Fig. 1: run 1, the metal 1 layer
Supply wires on this layer in grey.
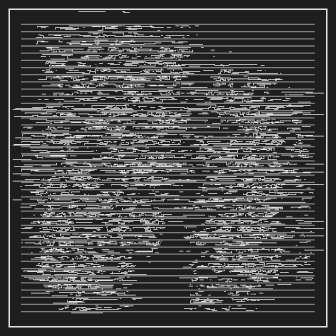
Fig. 2: run 1, met2 routing
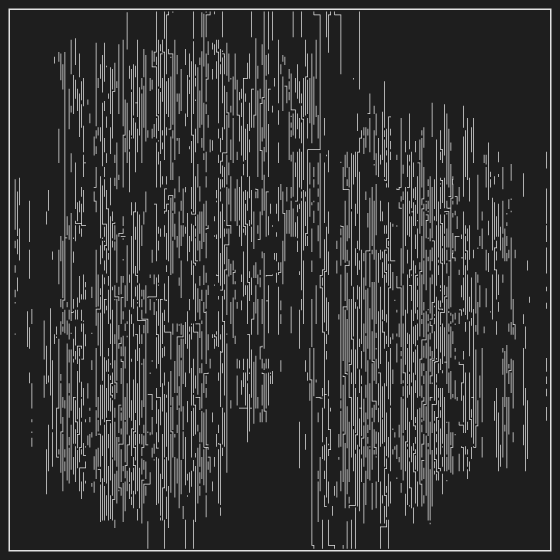
Fig. 3: run 1, signal wires on met3
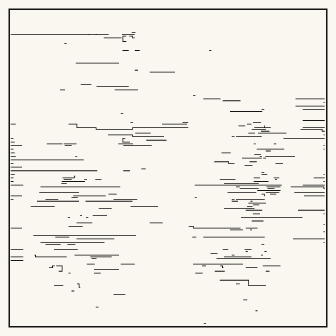
--- src/rtl/adc_conv_sequencer.sv ---
// ADC conversion sequencer: issues adc_start pulses, averages 2^N samples,
// writes results to the output FIFO and tracks drops and conversion timeouts.
module adc_conv_sequencer #(
  parameter int DATA_W         = 8,
  parameter int AVG_MAX_LOG2   = 4,
  parameter int TIMEOUT_CYCLES = 4096,
  parameter int CNT_W          = 16
) (
  input  logic              clk,
  input  logic              res,
  input  logic              cfg_enable,
  input  logic              cfg_continuous,
  input  logic [31:0]       cfg_interval,
  input  logic [2:0]        cfg_avg_log2,
  input  logic              trigger,
  input  logic              clear_err,
  output logic              adc_start,
  input  logic              adc_valid,
  input  logic [DATA_W-1:0] adc_value,
  output logic [DATA_W-1:0] fifo_data,
  output logic              fifo_wr,
  input  logic              fifo_full,
  output logic              seq_busy,
  output logic              timeout_err,
  output logic [CNT_W-1:0]  drop_count
);

  localparam int ACC_W = DATA_W + AVG_MAX_LOG2;
  localparam int SC_W  = AVG_MAX_LOG2 + 1;
  localparam int NW    = (AVG_MAX_LOG2 < 1) ? 1 : $clog2(AVG_MAX_LOG2 + 1);
  localparam int TO_W  = $clog2(TIMEOUT_CYCLES + 1);

  typedef enum logic [2:0] {IDLE, START, WAIT_VALID, EMIT, INTERVAL} state_t;

  state_t          state;
  logic [NW-1:0]   n_lat;
  logic [ACC_W-1:0] acc;
  logic [SC_W-1:0] sample_cnt;
  logic [TO_W-1:0] to_cnt;
  logic [31:0]     int_cnt;

  logic [NW-1:0]     n_sel;
  logic [ACC_W-1:0]  acc_sum;
  logic [SC_W-1:0]   cnt_inc;
  logic [SC_W-1:0]   target;
  logic [DATA_W-1:0] result;
  logic [CNT_W-1:0]  drop_base;
  logic [CNT_W-1:0]  drop_sat;

  // Datapath helpers: clamped exponent, running sum, result and saturating drop count
  always_comb begin
    n_sel     = '0;
    drop_base = '0;
    if (32'(cfg_avg_log2) > AVG_MAX_LOG2) begin
      n_sel = NW'(AVG_MAX_LOG2);
    end else begin
      n_sel = NW'(cfg_avg_log2);
    end
    acc_sum = acc + ACC_W'(adc_value);
    cnt_inc = sample_cnt + SC_W'(1);
    target  = SC_W'(1) << n_lat;
    result  = DATA_W'(acc >> n_lat);
    // a clear coinciding with a drop restarts the count at one
    if (clear_err) begin
      drop_base = '0;
    end else begin
      drop_base = drop_count;
    end
    if (drop_base == {CNT_W{1'b1}}) begin
      drop_sat = drop_base;
    end else begin
      drop_sat = drop_base + CNT_W'(1);
    end
  end

  // Sequencer FSM with registered outputs
  always_ff @(posedge clk) begin
    if (res) begin
      state       <= IDLE;
      n_lat       <= '0;
      acc         <= '0;
      sample_cnt  <= '0;
      to_cnt      <= '0;
      int_cnt     <= 32'd0;
      adc_start   <= 1'b0;
      fifo_wr     <= 1'b0;
      fifo_data   <= '0;
      seq_busy    <= 1'b0;
      timeout_err <= 1'b0;
      drop_count  <= '0;
    end else begin
      adc_start <= 1'b0;
      fifo_wr   <= 1'b0;
      if (clear_err) begin
        timeout_err <= 1'b0;
        drop_count  <= '0;
      end
      case (state)
        IDLE: begin
          if (cfg_enable && (cfg_continuous || trigger)) begin
            state      <= START;
            n_lat      <= n_sel;
            acc        <= '0;
            sample_cnt <= '0;
            adc_start  <= 1'b1;
            seq_busy   <= 1'b1;
          end
        end
        START: begin
          state  <= WAIT_VALID;
          to_cnt <= '0;
        end
        WAIT_VALID: begin
          // a sample arriving on the last timeout cycle still counts
          if (adc_valid) begin
            acc        <= acc_sum;
            sample_cnt <= cnt_inc;
            if (cnt_inc == target) begin
              state <= EMIT;
            end else if (!cfg_enable) begin
              state    <= IDLE;
              seq_busy <= 1'b0;
            end else begin
              state     <= START;
              adc_start <= 1'b1;
            end
          end else if (to_cnt == TO_W'(TIMEOUT_CYCLES - 1)) begin
            timeout_err <= 1'b1;
            state       <= IDLE;
            seq_busy    <= 1'b0;
          end else begin
            to_cnt <= to_cnt + TO_W'(1);
          end
        end
        EMIT: begin
          if (!fifo_full) begin
            fifo_data <= result;
            fifo_wr   <= 1'b1;
          end else begin
            drop_count <= drop_sat;
          end
          if (cfg_continuous && cfg_enable) begin
            state   <= INTERVAL;
            int_cnt <= 32'd0;
          end else begin
            state    <= IDLE;
            seq_busy <= 1'b0;
          end
        end
        INTERVAL: begin
          if (!cfg_enable || (int_cnt == cfg_interval)) begin
            state    <= IDLE;
            seq_busy <= 1'b0;
          end else begin
            int_cnt <= int_cnt + 32'd1;
          end
        end
        default: begin
          state    <= IDLE;
          seq_busy <= 1'b0;
        end
      endcase
    end
  end

endmodule

--- config.mk ---
export PLATFORM = sky130hd
export DESIGN_NAME = adc_conv_sequencer
export DESIGN_NICKNAME = d
export VERILOG_FILES = /design/src/rtl/adc_conv_sequencer.sv
export SDC_FILE = /design/constraint.sdc
export NUM_CORES = 1
export LEC_CHECK = 0
export ABC_AREA = 1
export CORE_MARGIN = 4
export CORE_UTILIZATION = 50
export CTS_CLUSTER_DIAMETER = 200
export DETAILED_ROUTE_END_ITERATION = 6
export MAX_ROUTING_LAYER = met4
export PLACE_DENSITY = 0.86
export SLEW_MARGIN = 20
export SYNTH_ARGS = -nofsm -noshare
export SYNTH_HDL_FRONTEND = slang
export SYNTH_SLANG_ARGS = --single-unit
--- constraint.sdc ---
create_clock -name clk -period 1.9 [get_ports clk]
set_clock_uncertainty 0.1 [all_clocks]
set_input_delay 0.38 -clock clk [delete_from_list [all_inputs] [get_ports clk]]
set_output_delay 0.38 -clock clk [all_outputs]
set_load 0.01 [all_outputs]
==> impl_metrics.tcl, run 1 <==
# yosys + openroad results
set metrics [dict create \
    outcome "complete, but fails checks" \
    violations "DRC, setup timing" \
    max_slew_margin_pct 78.22 \
    adder_share_pct 2.727 \
    powerComb_mw 1.13 \
    die_width_um 119.7 \
    cpLargestDelayFamily "simple AND/OR/NAND/NOR gates" \
    cp_max_fo 7 \
    cp_num_cells 13 \
    die_area_um2 14330 \
    layout_min_cycle_time_ps 2064 \
    power_frac_clock_pct 36.8 \
    grt.met2_usage_pct 41.14 \
    clockBufferDepth 2 \
    layout_top_cells "238 x nand2_1, 116 x buf_4, 114 x nor2_1" \
    clk-power_mw 1.91 \
    cts_resized 57 \
    finish.utilization_pct 74.55 \
    p_total_mw 5.187 \
    yosys_area_um2 6241 \
    top_usage_layer "met2" \
    slowest_stage "dfxtp_4" \
    crit_type "reg -> reg" \
    ys.flops 96 \
    gp_congestion 0.9080 \
    setup_ws_ps -163.5 \
    synthesis.area_um2 6241 \
    reg2reg_from "int_cnt[2]" \
    drv_slew 0 \
    ctsHoldBuffers 0 \
    fp.dieH_um 119.7 \
    num_vias 7230 \
    path_cells "xnor2_2 > nand2_1 > nor2_1 > nand2_1 > nor2_1 > nand2_1 > buf_6 > a21oi_4 > buf_6 > buf_12 > o21ai_1 > nand2_1 > nor2_1" \
    internal_power_mw 3.662 \
    setup_viol 19 \
    grt_overflow 0 \
    ys_cells 983 \
    async_reset_ff_share_pct 0 \
    final_cells 1359 \
    grt_setup_unrepaired "true" \
    swShare_pct 29.40 \
    holdPathEnd "to_cnt[7]" \
    post_cts_buffers 6 \
    top_cell "nand2_1" \
    worstSetupStartpoint "int_cnt[2]" \
    topCellsByArea "dfxtp_1 31%, nand2_1 16%, nor2_1 7.9%, inv_1 7.6%, a21oi_1 5.7%" \
    io-pin-count 79 \
    design_area_um2 9029 \
    viasPerCell 5.320 \
    insertion_delay_ps 360 \
    crit_path_start_kind "register" \
    cp.arrival_ps 2220 \
    setup_tns_ps -1501 \
    critPathMaxStageDelay_ps 370 \
    post-route-drc-count 1 \
    root_buffer "clkbuf_16" \
    grt_pass1_wl_um 29250 \
    cp_num_buf_inv 3 \
    rows 40 \
    worst_slew_pin_slew_ps 323.3 \
    avgRoutedWirePerCell_um 14.24 \
    flop_cell "dfxtp_1" \
    p_seq_mw 2.15 \
    r2r_setup_slack_ps -160 \
    antennaDiodeCount 0 \
    wl_met2_um 9315 \
    ir_worst_vdd_v 0.0004826 \
    switchingPower_mw 1.525 \
    post-place-ws_ps -620.5 \
    dpl_cell_area_um2 8026 \
    synth-xor-area-share_pct 4.631 \
    p_per_area_nw_per_um2 574.5 \
    min_period_over_period_pct 108.6 \
    p_leak_nw 3.753 \
    holdWs_ps 375.8 \
    reg.largest.list "int_cnt: 32 flops, drop_count: 16 flops, to_cnt: 13 flops" \
    yosysWarnings 0 \
    ys_sh_simple_pct 38.75 \
    portBuffers 78 \
    top_cells_by_count "258 x nand2_1, 131 x nor2_1, 126 x inv_1" \
    reg2regPathDepth 13 \
    h-tree-depth 3 \
    fin_nets 1250 \
    wl_met3_um 1289 \
    cts_buffers 9 \
    lay_top_count "nand2_1" \
    dr.pass1.iters 7 \
    fp-utilization_pct 51.53 \
    power_leader "registers" \
    cap_viol_max_count 0 \
    synth.area.mux_share_pct 0.3208 \
    grt.total_usage_pct 25.25 \
    area_growth_pct 44.67 \
    critPathMostFrequentCell "nand2_1" \
    tool_warnings 29 \
    cp-endpoint "int_cnt[14]" \
    r2r_end "int_cnt[14]" \
]
Back to the opening pictures, Fig. 1:
main direction = horizontal
wire length on this layer = 7,910 µm

Back to the opening pictures, Fig. 2:
longest straight run = 54.9 µm
wire length on this layer = 9,320 µm
main direction = vertical

Back to the opening pictures, Fig. 3:
main direction = horizontal
share of all routed wire = 6.7%
nets with wire on the layer = 160
wire length on this layer = 1,290 µm

-- run 1: area by class of cell --
| cell class | count | area, µm² |
|---|---|---|
| clock inverter | 5 | 55.05 |
| fill | 862 | 3083 |
| timing repair inverter | 1 | 5.005 |
| tap | 168 | 210.2 |
| inverter | 137 | 534.3 |
| multi-input combinational | 730 | 4151 |
| timing repair buffer | 211 | 1844 |
| clock buffer | 11 | 252.7 |
| sequential | 96 | 1976 |
-- run 1: kinds of logic after synthesis --
family | count (synthesis)
simple gates | 537
flops | 96
fa+ha+maj | 13
compound gates | 145
buf+inv | 157
mux | 2
xor+xnor | 33
-- run 1: tightest hold or removal path, stage by stage (launching register included) --
cell and delay, ps:
dfxtp_1 330, inv_1 60, a21oi_1 50
Fig. 4: run 1, M4 wires
Scale bar: 20 µm. Supply wires on this layer in grey. Cells faint in the background.
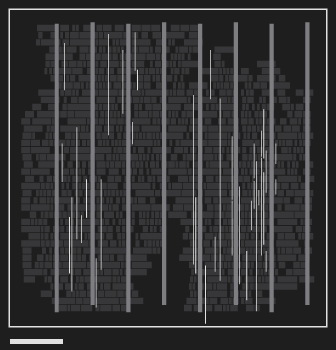

==> run 2: changes to the inputs <==
Settings changed: CELL_PAD_IN_SITES_DETAIL_PLACEMENT set to 0, CELL_PAD_IN_SITES_GLOBAL_PLACEMENT set to 1, CORE_UTILIZATION 50 to 36, GPL_TIMING_DRIVEN set to 0, PLACE_DENSITY 0.86 to 0.88.
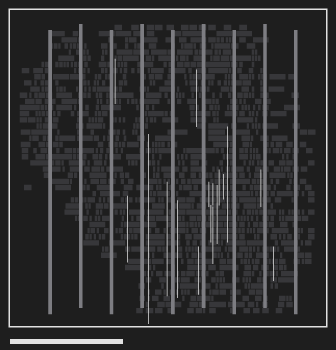
Fig. 5. M4 wires (run 2).
Scale bar: 50 µm. Supply wires on this layer in grey. Cells faint in the background.
longest straight run = 83.6 µm
nets with wire on the layer = 12
share of all routed wire = 2.5%
DR vias: 6,562
total detailed-routing wirelength: 18,730 µm

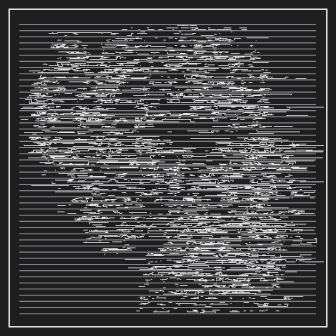
Fig. 6. The metal 1 layer (run 2).
Supply wires on this layer in grey.
nets with wire on the layer = 1,108
share of all routed wire = 45%
main direction = horizontal
wire length on this layer = 8,500 µm
longest straight run = 40.0 µm

==> run 2 against run 1 <==
Effect of this change: the flow finishes with violations (setup timing); via count decreased by 9.2%; core utilization decreased by 22 points; routed wire length decreased by 3.2%; maximum frequency increased by 3.9%; cell area decreased by 2.2%; clock power increased by 12%; non-clock buffer count decreased by 71; cell count decreased by 1.4%.
==> impl_metrics.tcl, run 2 <==
# yosys + openroad results
set metrics [dict create \
    grt_pass1_wl_um 28630 \
    clockBufferDepth 2 \
    io-pin-count 79 \
    cts_resized 96 \
    post_cts_buffers 18 \
    grt_overflow 0 \
    top_cell "nand2_1" \
    ys.flops 96 \
    tool_warnings 29 \
    crit_path_start_kind "register" \
    swShare_pct 28.80 \
    holdWs_ps 277.6 \
    worst_slew_pin_slew_ps 772.2 \
    holdPathEnd "drop_count[1]" \
    ctsHoldBuffers 0 \
    min_period_over_period_pct 104.5 \
    grt_pass1_vias 5910 \
    cap_viol_max_count 0 \
    cp.arrival_ps 2160 \
    cp_max_fo 5 \
    grt_max_degree 17 \
    r2r_setup_slack_ps -90 \
    clkSinkCount 96 \
    reg.largest.list "int_cnt: 32 flops, drop_count: 16 flops, to_cnt: 13 flops" \
    h-tree-depth 3 \
    setup_ws_ps -85.96 \
    yosysUniqueCellTypes 46 \
    top_layer "met4" \
    tritoncts "yes" \
    n_fill_cell 1625 \
    drv_slew 0 \
    setup_tns_ps -1471 \
    internal_power_mw 3.784 \
    fin_nets 1179 \
    cp-endpoint "int_cnt[8]" \
    viasPerCell 4.897 \
    die_width_um 139.7 \
    power_leader "registers" \
    floorplan.nets 1047 \
    root_buffer "clkbuf_16" \
    ant_nets 0 \
    die_area_um2 19510 \
    drive_gt1_share_pct 26.25 \
    wl_met3_um 766 \
    fp.dieH_um 139.7 \
    portBuffers 76 \
    ir_worst_vdd_v 0.0004865 \
    synth.largest_area_cell "dfxtp_1" \
    grt_use_met3_pct 3.259 \
    topCellsByArea "dfxtp_1 31%, nand2_1 16%, nor2_1 7.9%, inv_1 7.6%, a21oi_1 5.7%" \
    path_cells "inv_2 > nand2_1 > nand2_1 > nand2_1 > nor2_1 > nand2_1 > nor2_2 > nand2_2 > buf_6 > a21oi_4 > buf_6 > nand2_4 > a21oi_2" \
    async_reset_ff_share_pct 0 \
    largest_reg_flops 32 \
    r2r_end "int_cnt[8]" \
    fp-utilization_pct 37.24 \
    layout_min_cycle_time_ps 1986 \
    post-place-ws_ps -746.2 \
    avgRoutedWirePerCell_um 13.98 \
    top_usage_layer "met2" \
    p_total_mw 5.315 \
    antennaDiodeCount 0 \
    p_per_area_nw_per_um2 602.0 \
    edf_count 0 \
    grt.met2_usage_pct 29.31 \
    dpl_cell_area_um2 7311 \
    layout_top_cells "219 x nand2_1, 115 x inv_1, 111 x nor2_1" \
    powerComb_mw 1.02 \
    finish.utilization_pct 52.68 \
    top_cells_by_count "258 x nand2_1, 131 x nor2_1, 126 x inv_1" \
    syn_inst 983 \
    violations "setup timing" \
    max_slew_margin_pct 48.52 \
    wl_met2_um 9004 \
    slowest_stage "dfxtp_4" \
    final_cells 1340 \
    critPathMaxStageDelay_ps 360 \
    lay_top_count "nand2_1" \
    ys_cells 983 \
    yosysWarnings 0 \
    grt_setup_unrepaired "true" \
    gp_congestion 0.8534 \
    post-route-drc-count 0 \
    dr.pass1.iters 5 \
    setup_viol 37 \
    insertion_delay_ps 360 \
    outcome "complete, but fails checks" \
    hold_viol 0 \
    crit_type "reg -> reg" \
    p_seq_mw 2.15 \
    flop_cell "dfxtp_1" \
    clock.fmax_mhz 503.5 \
    rows 47 \
    min-delay-start "clear_err" \
    worstSetupStartpoint "int_cnt[18]" \
    critPathMostFrequentCell "nand2_1" \
    critPathCaptureType "register" \
    synthesis.area_um2 6241 \
    cts_buffers 9 \
    p_leak_nw 3.601 \
    reg2regPathDepth 13 \
    area_growth_pct 41.46 \
    clk-power_mw 2.14 \
    grt.total_usage_pct 18.20 \
    design_area_um2 8828 \
    required_ps 2070 \
    switchingPower_mw 1.531 \
    reg2reg_from "int_cnt[18]" \
    power_frac_clock_pct 40.3 \
    yosys_area_um2 6241 \
]
## run 2: cell counts after synthesis
Identical to the previous run, type by type.
## run 2: critical path, delay by kind of cell, from the launching register on
kind                   cells  cell delay, ps
buffers and inverters      3             360
flip-flops                 1             360
AND-OR/OR-AND              2             380
AND/OR/NAND/NOR            8             690
## run 2: logic make-up after synthesis
kind of cell,Yosys count,synth area share [%]
compound gates,145,12.47
buf+inv,157,10.30
xor+xnor,33,4.631
flops,96,30.79
mux,2,0.3208
fa+ha+maj,13,2.726
simple gates,537,38.75
## run 2: layout make-up
class	count	area [µm²]	area share [%]
flip-flops and latches	96	1987	22.51
clock inverters	7	118.9	1.346
well taps	220	275.3	3.118
clock buffers	9	225.2	2.551
inverters	137	538.0	6.094
repair buffers	120	1152	13.05
plain buffers	20	176.4	1.998
multi-input cells	731	4355	49.33
==> run 3: changes to the inputs <==
Settings changed: SLEW_MARGIN 20 to 40.
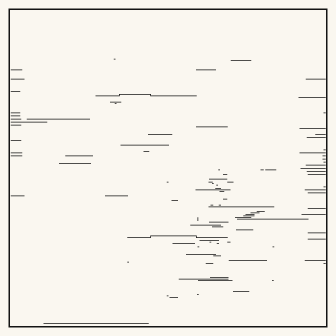
Fig. 7. Signal wires on met3 (run 3).
main direction = horizontal
longest straight run = 46.2 µm
share of all routed wire = 4.1%
nets with wire on the layer = 78
wire length on this layer = 766 µm

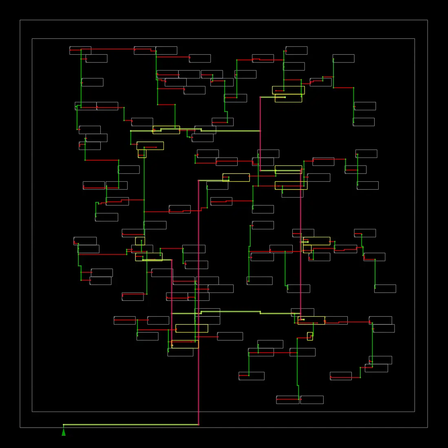
Fig. 8. The clock network (run 3).
Seq Cell Count: 96
worst-skew pair later-pin latency: 360 ps
P_clk: 2.14 mW
clkbuf count: 9
total CTS buffers: 9

==> run 3 against run 2 <==
Effect of this change: the run still ends with setup timing left; routed wire length unchanged; core utilization unchanged; count of clock-buffer cells in the layout unchanged; non-clock buffer count did not move; synthesized cell count unchanged; critical path type unchanged.
==> impl_metrics.tcl, run 3 <==
# yosys + openroad results
set metrics [dict create \
    grt_overflow 0 \
    clkSinkCount 96 \
    powerComb_mw 1.02 \
    reg2reg_from "int_cnt[18]" \
    io-pin-count 79 \
    async_reset_ff_share_pct 0 \
    floorplan.nets 1047 \
    setup_viol 37 \
    wirelength_um 18730 \
    yosysUniqueCellTypes 46 \
    grt_pass1_wl_um 28630 \
    grt_pass1_vias 5910 \
    design_area_um2 8828 \
    top_cell "nand2_1" \
    gp_congestion 0.8534 \
    switchingPower_mw 1.531 \
    clockBufferDepth 2 \
    r2r_setup_slack_ps -90 \
    yosysWarnings 0 \
    post-route-drc-count 0 \
    violations "setup timing" \
    setup_ws_ps -85.96 \
    nonClkBufAreaFrac_pct 15.05 \
    dr.pass1.iters 5 \
    largest_reg_flops 32 \
    area_growth_pct 41.46 \
    layout_min_cycle_time_ps 1986 \
    die_area_um2 19510 \
    grt_setup_unrepaired "true" \
    fp-utilization_pct 37.24 \
    layout_top_cells "219 x nand2_1, 115 x inv_1, 111 x nor2_1" \
    ctsHoldBuffers 0 \
    cap_viol_max_count 0 \
    min-delay-start "clear_err" \
    fp.dieH_um 139.7 \
    h-tree-depth 3 \
    avgRoutedWirePerCell_um 13.98 \
    min_period_over_period_pct 104.5 \
    fin_nets 1179 \
    power_leader "registers" \
    internal_power_mw 3.784 \
    critPathCaptureType "register" \
    rows 47 \
    nonClockBufferCount 140 \
    outcome "complete, but fails checks" \
    yosys_area_um2 6241 \
    largestClassByArea "multi-input combinational cells" \
    drv_slew 0 \
    grt_max_degree 17 \
    drive_gt1_share_pct 26.25 \
    crit_path_start_kind "register" \
    cts_resized 96 \
    ir_worst_vdd_v 0.0004865 \
    viasPerCell 4.897 \
    edf_count 0 \
    portBuffers 76 \
    reg2regPathDepth 13 \
    topCellsByArea "dfxtp_1 31%, nand2_1 16%, nor2_1 7.9%, inv_1 7.6%, a21oi_1 5.7%" \
    inv_count 137 \
    clock.fmax_mhz 503.5 \
    p_seq_mw 2.15 \
    worst_slew_pin_slew_ps 772.2 \
    p_leak_nw 3.601 \
    worstSetupStartpoint "int_cnt[18]" \
    comb_area_um2 4355 \
    p_per_area_nw_per_um2 602.0 \
    clk_share_pct 3.897 \
    lay_top_count "nand2_1" \
]
==> run 3: per-layer routing <==
metal	up-vias	wire (µm)	GRT usage, %
li1	3413	-	-
met1	2976	8495	23.37
met2	134	9004	29.31
met3	39	766	3.259
met4	0	468	5.609
met5	-	0	-
==> run 3: kinds of logic (layout without fill, tap and decap cells) <==
family,after synthesis,count (layout),share of synthesized area [%]
compound gates,145,145,12.47
xor+xnor,33,33,4.631
fa+ha+maj,13,13,2.726
buf+inv,157,293,10.30
flops,96,96,30.79
mux,2,2,0.3208
simple gates,537,538,38.75
==> run 3: critical path: stages (launching register included) <==
cell	delay, ps
dfxtp_4	360
inv_2	60
nand2_1	50
nand2_1	70
nand2_1	70
nor2_1	110
nand2_1	70
nor2_2	170
nand2_2	100
buf_6	130
a21oi_4	220
buf_6	170
nand2_4	50
a21oi_2	160
Power figures rest on the tool's default switching activity, not on a simulated workload.
